**Cells coloured by class**

Fill, decap, tap and diode cells in grey.
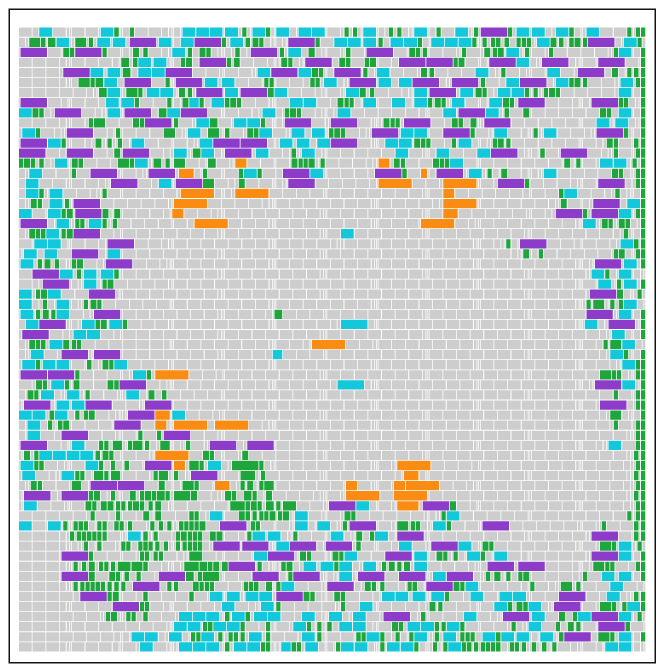
**The clock network**

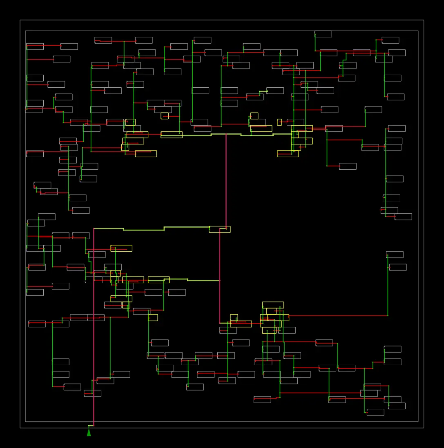
`config.mk`:
```
export PLATFORM = sky130hd
export DESIGN_NAME = mac_chain_ctrl_flat
export DESIGN_NICKNAME = d
export VERILOG_FILES = /design/src/rtl/mac_chain_pkg.sv /design/src/rtl/mac_chain_ctrl_if.sv /design/src/rtl/mac_ctrl_phase_cnt.sv /design/src/rtl/mac_chain_ctrl.sv /design/src/flat_wrapper.sv
export SDC_FILE = /design/constraint.sdc
export NUM_CORES = 1
export LEC_CHECK = 0
export ABC_AREA = 1
export CORE_AREA = 2 2 172 174
export DETAILED_ROUTE_END_ITERATION = 8
export DIE_AREA = 0 0 174 176
export SLEW_MARGIN = 40
export SYNTH_ARGS = -nofsm -noshare
export SYNTH_HDL_FRONTEND = slang
export SYNTH_HIERARCHICAL = 1
export SYNTH_SLANG_ARGS = --single-unit
```
`constraint.sdc`:
```
create_clock -name clk -period 5.7 [get_ports clk]
set_input_delay 1.71 -clock clk [delete_from_list [all_inputs] [get_ports clk]]
set_output_delay 1.71 -clock clk [all_outputs]
set_load 0.02 [all_outputs]
```
`src/rtl/mac_chain_pkg.sv`:
```
// mac_chain_ctrl shared types: sequencer state encoding and pipeline constants.
// Imported by the controller and its phase counter.
package mac_chain_pkg;

  typedef enum logic [2:0] {
    S_IDLE,
    S_PRELOAD,
    S_COMPUTE,
    S_FLUSH,
    S_DRAIN,
    S_DONE
  } mac_ctrl_state_t;

  localparam int MAC_RD_LATENCY  = 1;
  localparam int MAC_FLUSH_EXTRA = 1;

endpackage

```
`src/rtl/mac_chain_ctrl_if.sv`:
```
// Result handshake bundle between mac_chain_ctrl and its downstream consumer.
// master drives valid/data, slave drives ready.
interface mac_chain_ctrl_if #(
  parameter int DW = 128
);

  logic          res_valid;
  logic [DW-1:0] res_data;
  logic          res_ready;

  modport master (
    output res_valid,
    output res_data,
    input  res_ready
  );

  modport slave (
    input  res_valid,
    input  res_data,
    output res_ready
  );

endinterface

```
`src/rtl/mac_ctrl_phase_cnt.sv`:
```
// Phase counter for mac_chain_ctrl: clears on load, counts when enabled,
// flags terminal count when the value equals last.
module mac_ctrl_phase_cnt #(
  parameter int W = 8
) (
  input  logic         clk,
  input  logic         rst,
  input  logic         load,
  input  logic         en,
  input  logic [W-1:0] last,
  output logic [W-1:0] cnt,
  output logic         tc
);

  logic [W-1:0] cnt_q;
  logic [W-1:0] cnt_d;

  always_comb begin
    cnt_d = cnt_q;
    if (load)
      cnt_d = '0;
    else if (en)
      cnt_d = cnt_q + W'(1);
  end

  always_ff @(posedge clk) begin
    if (rst)
      cnt_q <= '0;
    else
      cnt_q <= cnt_d;
  end

  assign cnt = cnt_q;
  assign tc  = (cnt_q == last);

endmodule

```
`src/rtl/mac_chain_ctrl.sv`:
```
// MAC_chain row sequencer: preload weights, stream activations, flush, hand off.
// Define MAC_CHAIN_CTRL_PERF_EN to add the perf_cycles busy-cycle counter.
module mac_chain_ctrl
  import mac_chain_pkg::*;
#(
  parameter int SIZE      = 4,
  parameter int BIT_WIDTH = 8,
  parameter int ACC_WIDTH = 32,
  parameter int K_W       = 8,
  parameter int WA_W      = 2
) (
  input  logic                      clk,
  input  logic                      rst,
`ifdef MAC_CHAIN_CTRL_PERF_EN
  output logic [31:0]               perf_cycles,
`endif
  input  logic                      start,
  input  logic [K_W-1:0]            k_len,
  output logic                      busy,
  output logic                      done,
  output logic                      wt_rd_en,
  output logic [WA_W-1:0]           wt_rd_addr,
  input  logic [BIT_WIDTH-1:0]      wt_rdata,
  output logic                      act_rd_en,
  output logic [K_W-1:0]            act_rd_addr,
  input  logic [BIT_WIDTH-1:0]      act_rdata,
  output logic                      chain_control,
  output logic [BIT_WIDTH-1:0]      chain_data,
  output logic [BIT_WIDTH-1:0]      chain_weight,
  input  logic [ACC_WIDTH*SIZE-1:0] chain_acc,
  output logic [ACC_WIDTH*SIZE-1:0] chain_acc_in,
  mac_chain_ctrl_if.master          res_if
);

  localparam int FLUSH_LEN = MAC_RD_LATENCY + (SIZE - 1) + MAC_FLUSH_EXTRA;

  mac_ctrl_state_t state_q, state_d;
  logic [K_W-1:0] k_q, k_d;
  logic wt_flag_q, wt_flag_d;
  logic act_flag_q, act_flag_d;
  logic [ACC_WIDTH*SIZE-1:0] res_data_q, res_data_d;

  logic [K_W-1:0] cnt;
  logic [K_W-1:0] cnt_last;
  logic cnt_tc;
  logic cnt_load;
  logic cnt_en;

  always_comb begin
    state_d = state_q;
    unique case (state_q)
      S_IDLE:
        if (start)
          state_d = (k_len == '0) ? S_DONE : S_PRELOAD;
      S_PRELOAD: if (cnt_tc) state_d = S_COMPUTE;
      S_COMPUTE: if (cnt_tc) state_d = S_FLUSH;
      S_FLUSH:   if (cnt_tc) state_d = S_DRAIN;
      S_DRAIN:   if (res_if.res_ready) state_d = S_DONE;
      S_DONE:    state_d = S_IDLE;
      default:   state_d = S_IDLE;
    endcase
  end

  always_comb begin
    cnt_last = '0;
    unique case (1'b1)
      state_q == S_PRELOAD: cnt_last = K_W'(SIZE - 1);
      state_q == S_COMPUTE: cnt_last = k_q - K_W'(1);
      state_q == S_FLUSH:   cnt_last = K_W'(FLUSH_LEN - 1);
      default:              cnt_last = '0;
    endcase
  end

  assign cnt_load = (state_d != state_q);
  assign cnt_en   = (state_q == S_PRELOAD) ||
                    (state_q == S_COMPUTE) ||
                    (state_q == S_FLUSH);

  mac_ctrl_phase_cnt #(
    .W (K_W)
  ) u_phase_cnt (
    .clk  (clk),
    .rst  (rst),
    .load (cnt_load),
    .en   (cnt_en),
    .last (cnt_last),
    .cnt  (cnt),
    .tc   (cnt_tc)
  );

  assign busy        = (state_q != S_IDLE);
  assign done        = (state_q == S_DONE);
  assign wt_rd_en    = (state_q == S_PRELOAD);
  assign wt_rd_addr  = wt_rd_en ? cnt[WA_W-1:0] : '0;
  assign act_rd_en   = (state_q == S_COMPUTE);
  assign act_rd_addr = act_rd_en ? cnt : '0;

  // SRAM data arrives one cycle after the read, so the chain follows the
  // delayed read enables; zero data keeps accumulators frozen afterwards.
  assign chain_control = wt_flag_q;
  assign chain_weight  = wt_flag_q ? wt_rdata : '0;
  assign chain_data    = act_flag_q ? act_rdata : '0;
  assign chain_acc_in  = '0;

  assign res_if.res_valid = (state_q == S_DRAIN);
  assign res_if.res_data  = res_data_q;

  always_comb begin
    k_d        = k_q;
    wt_flag_d  = wt_rd_en;
    act_flag_d = act_rd_en;
    res_data_d = res_data_q;
    if (state_q == S_IDLE && start)
      k_d = k_len;
    if (state_q == S_FLUSH && cnt_tc)
      res_data_d = chain_acc;
  end

`ifdef MAC_CHAIN_CTRL_PERF_EN
  logic [31:0] perf_q, perf_d;

  always_comb begin
    perf_d = perf_q;
    if (state_q == S_IDLE && start)
      perf_d = '0;
    else if (busy && perf_q != '1)
      perf_d = perf_q + 32'd1;
  end

  always_ff @(posedge clk) begin
    if (rst)
      perf_q <= '0;
    else
      perf_q <= perf_d;
  end

  assign perf_cycles = perf_q;
`endif

  always_ff @(posedge clk) begin
    if (rst) begin
      state_q    <= S_IDLE;
      k_q        <= '0;
      wt_flag_q  <= 1'b0;
      act_flag_q <= 1'b0;
      res_data_q <= '0;
    end else begin
      state_q    <= state_d;
      k_q        <= k_d;
      wt_flag_q  <= wt_flag_d;
      act_flag_q <= act_flag_d;
      res_data_q <= res_data_d;
    end
  end

endmodule

```
`src/flat_wrapper.sv`:
```
// flat-port wrapper written by rule: the top's interface ports become plain ports
module mac_chain_ctrl_flat import mac_chain_pkg::*;
#(
  parameter int SIZE      = 4,
  parameter int BIT_WIDTH = 8,
  parameter int ACC_WIDTH = 32,
  parameter int K_W       = 8,
  parameter int WA_W      = 2
)
  (clk, rst, start, k_len, busy, done, wt_rd_en, wt_rd_addr, wt_rdata, act_rd_en, act_rd_addr, act_rdata, chain_control, chain_data, chain_weight, chain_acc, chain_acc_in, res_if_res_valid, res_if_res_data, res_if_res_ready);
  mac_chain_ctrl_if #(.DW(((32) * SIZE))) res_if_i ();
  input  logic clk;
  input  logic rst;
  input  logic start;
  input  logic [K_W-1:0] k_len;
  output logic busy;
  output logic done;
  output logic wt_rd_en;
  output logic [WA_W-1:0] wt_rd_addr;
  input  logic [BIT_WIDTH-1:0] wt_rdata;
  output logic act_rd_en;
  output logic [K_W-1:0] act_rd_addr;
  input  logic [BIT_WIDTH-1:0] act_rdata;
  output logic chain_control;
  output logic [BIT_WIDTH-1:0] chain_data;
  output logic [BIT_WIDTH-1:0] chain_weight;
  input  logic [ACC_WIDTH*SIZE-1:0] chain_acc;
  output logic [ACC_WIDTH*SIZE-1:0] chain_acc_in;
  output wire logic [$bits(res_if_i.res_valid)-1:0] res_if_res_valid;
  output wire logic [$bits(res_if_i.res_data)-1:0] res_if_res_data;
  input wire logic [$bits(res_if_i.res_ready)-1:0] res_if_res_ready;
  assign res_if_res_valid = res_if_i.res_valid;
  assign res_if_res_data = res_if_i.res_data;
  assign res_if_i.res_ready = res_if_res_ready;
  mac_chain_ctrl #(.SIZE(SIZE), .BIT_WIDTH(BIT_WIDTH), .ACC_WIDTH(ACC_WIDTH), .K_W(K_W), .WA_W(WA_W)) u_core (.clk(clk), .rst(rst), .start(start), .k_len(k_len), .busy(busy), .done(done), .wt_rd_en(wt_rd_en), .wt_rd_addr(wt_rd_addr), .wt_rdata(wt_rdata), .act_rd_en(act_rd_en), .act_rd_addr(act_rd_addr), .act_rdata(act_rdata), .chain_control(chain_control), .chain_data(chain_data), .chain_weight(chain_weight), .chain_acc(chain_acc), .chain_acc_in(chain_acc_in), .res_if(res_if_i));
endmodule
```
==> impl_metrics.env <==
# physical design summary
export IMPL_crit_buf_inv=3
export IMPL_rsz0062_at_grt="no"
export IMPL_gp_congestion=0.779
export IMPL_fp_util_pct=24.8
export IMPL_worst_setup_path_end_kind="output pin"
export IMPL_grt_ovfl_total=0
export IMPL_top_cell="nand2_1"
export IMPL_highest_layer="met4"
export IMPL_critPathTopFamily="buffers and inverters"
export IMPL_p_clk_share_pct=37.1
export IMPL_edf_count=0
export IMPL_cpMostUsedCell="clkdlybuf4s50_1"
export IMPL_crit_arrival_ns=2.92
export IMPL_met2_usage_pct=22.3
export IMPL_finalClockPeriodUsage_pct=81.3
export IMPL_yosysUniqueCellTypes=27
export IMPL_final_hold_viol_count=0
export IMPL_nFillCells=2936
export IMPL_slew_headroom_pct=47.7
export IMPL_yosys_warnings=6
export IMPL_io_pins=444
export IMPL_drt_iter0_drc=299
export IMPL_ys_cells=942
export IMPL_port_buffers=315
export IMPL_seqCellArea_sq_um=2980
export IMPL_fin_hold_ws_ns=0.460
export IMPL_area_delta_synth_final_pct=48.0
export IMPL_grt_max_degree=90
export IMPL_routedWlPerCell_um=13.1
export IMPL_log_warning_count=26
export IMPL_cp_data_required_time_ns=3.99
export IMPL_cts_root_buf="clkbuf_16"
export IMPL_drc_errors=0
export IMPL_grt_pass1_vias=5847
export IMPL_route_met3_wl_um=1140
export IMPL_yosysSeqAreaShare_pct=42.2
export IMPL_die_h_um=176
export IMPL_wl_met1_um=9370
export IMPL_die_size_x_um=174
export IMPL_numSynthFlops=149
export IMPL_seqPwrFrac_pct=37.6
export IMPL_ff_type="dfxtp_1"
export IMPL_dr_pass1_iters=4
export IMPL_hpwl_um=15100
export IMPL_p_leak_nw=3.90
export IMPL_synth_avg_cell_area_sq_um=7.51
export IMPL_die_area_sq_um=30600
export IMPL_power_total_mw=3.04
export IMPL_area_leaders="dfxtp_1, nand2_1, buf_4, a21oi_1, buf_6"
export IMPL_ctsHoldBuffers=0
export IMPL_logic_area_sq_um=3010
export IMPL_max_vdd_ir_drop_v=0.000174
export IMPL_critPathMaxFanout=1
export IMPL_tritoncts="built"
export IMPL_start_kind="input pin"
export IMPL_antenna_found_initial=1
export IMPL_numClockSinks=149
export IMPL_tightest_slew_ns=0.785
export IMPL_drtAntennaViolNets=0
export IMPL_cp_slowest_stage_delay_ns=0.59
export IMPL_post_cts_buffers=0
export IMPL_power_density_nw_per_um2=291
export IMPL_drv_slew=0
export IMPL_power_switching_mw=1.06
export IMPL_drv_cap=0
export IMPL_grt_use_total_pct=13.2
export IMPL_path_class="in2out"
export IMPL_p_sw_share_pct=34.9
export IMPL_yosysTopAreaCell="dfxtp_1"
export IMPL_fmax_ghz=0.216
export IMPL_setup_viol=0
export IMPL_syn_inst=942
export IMPL_clk_pin_slew_ns=0.06
export IMPL_status="completed"
export IMPL_cp_cell_sequence="clkdlybuf4s50_1 > nand2_1 > inv_1 > clkdlybuf4s50_1"
export IMPL_vias=6380
export IMPL_nNetsFinal=1387
export IMPL_power_internal_mw=1.98
export IMPL_comb_power_share_pct=25.2
export IMPL_synthesis_area_sq_um=7070
export IMPL_tns_ns=0
export IMPL_period_needed_ns=4.63
export IMPL_drive_above_1_share_pct=6.36
export IMPL_post_cts_resized=0
export IMPL_grt_met3_usage_pct=3.14
export IMPL_wl_met2_um=10500
export IMPL_clockBufferDepth=2
export IMPL_gr_usage_met1_pct=16.6
export IMPL_drt_wl_total_um=21300
export IMPL_netlist_area_leader_share_pct=42.2
export IMPL_yosys_area_sq_um=7070
export IMPL_numCtsBuffers=17
export IMPL_worstHoldPathType="reg2reg"
export IMPL_grt_busiest_layer="met2"
export IMPL_cts_htree_levels=4
export IMPL_ys_async_sr_fraction_pct=0
export IMPL_ys_top_cells_by_count="nand2_1, dfxtp_1, buf_4"
export IMPL_avgViaCountPerCell=3.92
export IMPL_grt_pass1_wl_um=32100
About 'cells coloured by class':
- cyan: remaining buffers and delay cells (cells 319)
- purple: sequential cells (cells 149)
- green: combinational and other logic (cells 742)
- orange: clock drivers and dummy loads (cells 32)
core box area: 28500 sq um
fraction of area in registers: 28.5%
Core Util, Final: 36.7%
row count: 62

About 'the clock network':
skew final: 0.0177 ns
Latency at later pin: 0.42 ns

[cells by family after synthesis]
family	synth area share, %
AND/OR/NAND/NOR	22.6
buffers and inverters	22.0
AND-OR/OR-AND	12.7
flip-flops	42.2
adder cells (fa/ha/maj)	0.354
XOR/XNOR	0.124
other	0.0530
[placed cells by master (no fill, tap or decap)]
master | synthesis | routed
conb_1 | 1 | 128
a31oi_1 | 1 | 1
inv_4 | 0 | 1
o21bai_1 | 1 | 1
nand2_1 | 304 | 304
inv_6 | 0 | 8
xnor2_1 | 1 | 1
dfxtp_1 | 149 | 149
nand2_4 | 1 | 1
a21oi_1 | 119 | 119
nand4_1 | 2 | 2
nor2_8 | 1 | 1
clkinv_8 | 0 | 1
nor3_1 | 4 | 4
buf_12 | 1 | 2
o21ai_0 | 9 | 9
nand3_2 | 3 | 3
inv_2 | 2 | 1
inv_1 | 54 | 54
nand2_2 | 12 | 12
nand3_1 | 10 | 10
clkinv_2 | 0 | 1
clkdlybuf4s50_1 | 0 | 314
buf_4 | 133 | 3
nor2_4 | 2 | 2
clkbuf_16 | 0 | 17
ha_1 | 2 | 2
nor2_1 | 57 | 57
a21oi_2 | 21 | 21
inv_8 | 0 | 5
diode_2 | 0 | 1
a211oi_1 | 8 | 8
[registers in the layout (all words and copies together) (netlist names)]
name and flops:
u_core/res_if.res_data 128, u_core/chain_control 1, u_core/u_phase_cnt/cnt 8, u_core/act_flag_q 1, u_core/k_q 8, u_core/state_q 3
[tightest hold or removal path: stages, from the launching register on]
cell     delay [ns]
dfxtp_1        0.31
nand2_1        0.06
a21oi_1        0.05
[per-stage QoR]
| step | std cells | area, sq um | worst slack, ns |
|---|---|---|---|
| after detailed placement | 1594 | 9890 | 1.06 |
| after CTS | 1626 | 10500 | 1.06 |
| final | 1627 | 10500 | 1.07 |
| after floorplan | 1069 | 7550 | 2.10 |
| after global routing | 1627 | 10500 | 1.02 |
| after global placement | 1594 | 9890 | 1.06 |
[power by group through the flow]
stage                     Clock (mW)  Combinational (mW)  Sequential [mW]
final                           1.13               0.767             1.15
after global routing            1.23               0.843             1.15
after CTS                       1.18               0.773             1.15
after detailed placement           0               0.770             1.17
after global placement             0               0.766             1.17
after floorplan                    0               0.532             1.19
[path summary, 6_finish.rpt]
path / startpoint / slack (ns) / cells past startpoint / end
worst max-delay path: act_rdata[0] / 1.07 / 4 / chain_data[0]
worst min-delay path: u_core/res_if.res_data[81]$_SDFFE_PP0P_ / 0.46 / 2 / u_core/res_if.res_data[81]$_SDFFE_PP0P_
worst max register to register: u_core/state_q[1]$_SDFF_PP0_ / 1.81 / 18 / u_core/res_if.res_data[82]$_SDFFE_PP0P_
worst min register to register: u_core/res_if.res_data[81]$_SDFFE_PP0P_ / 0.46 / 2 / u_core/res_if.res_data[81]$_SDFFE_PP0P_
[cell type report]
class                           instances  area share (%)
Multi-Input combinational cell        686            28.8
Clock inverter                         15            1.41
Clock buffer                           17            4.06
Tap cell                              384            4.59
Sequential cell                       149            28.5
Inverter                               56            2.03
Antenna cell                            1          0.0239
Timing Repair Buffer                  319            30.6
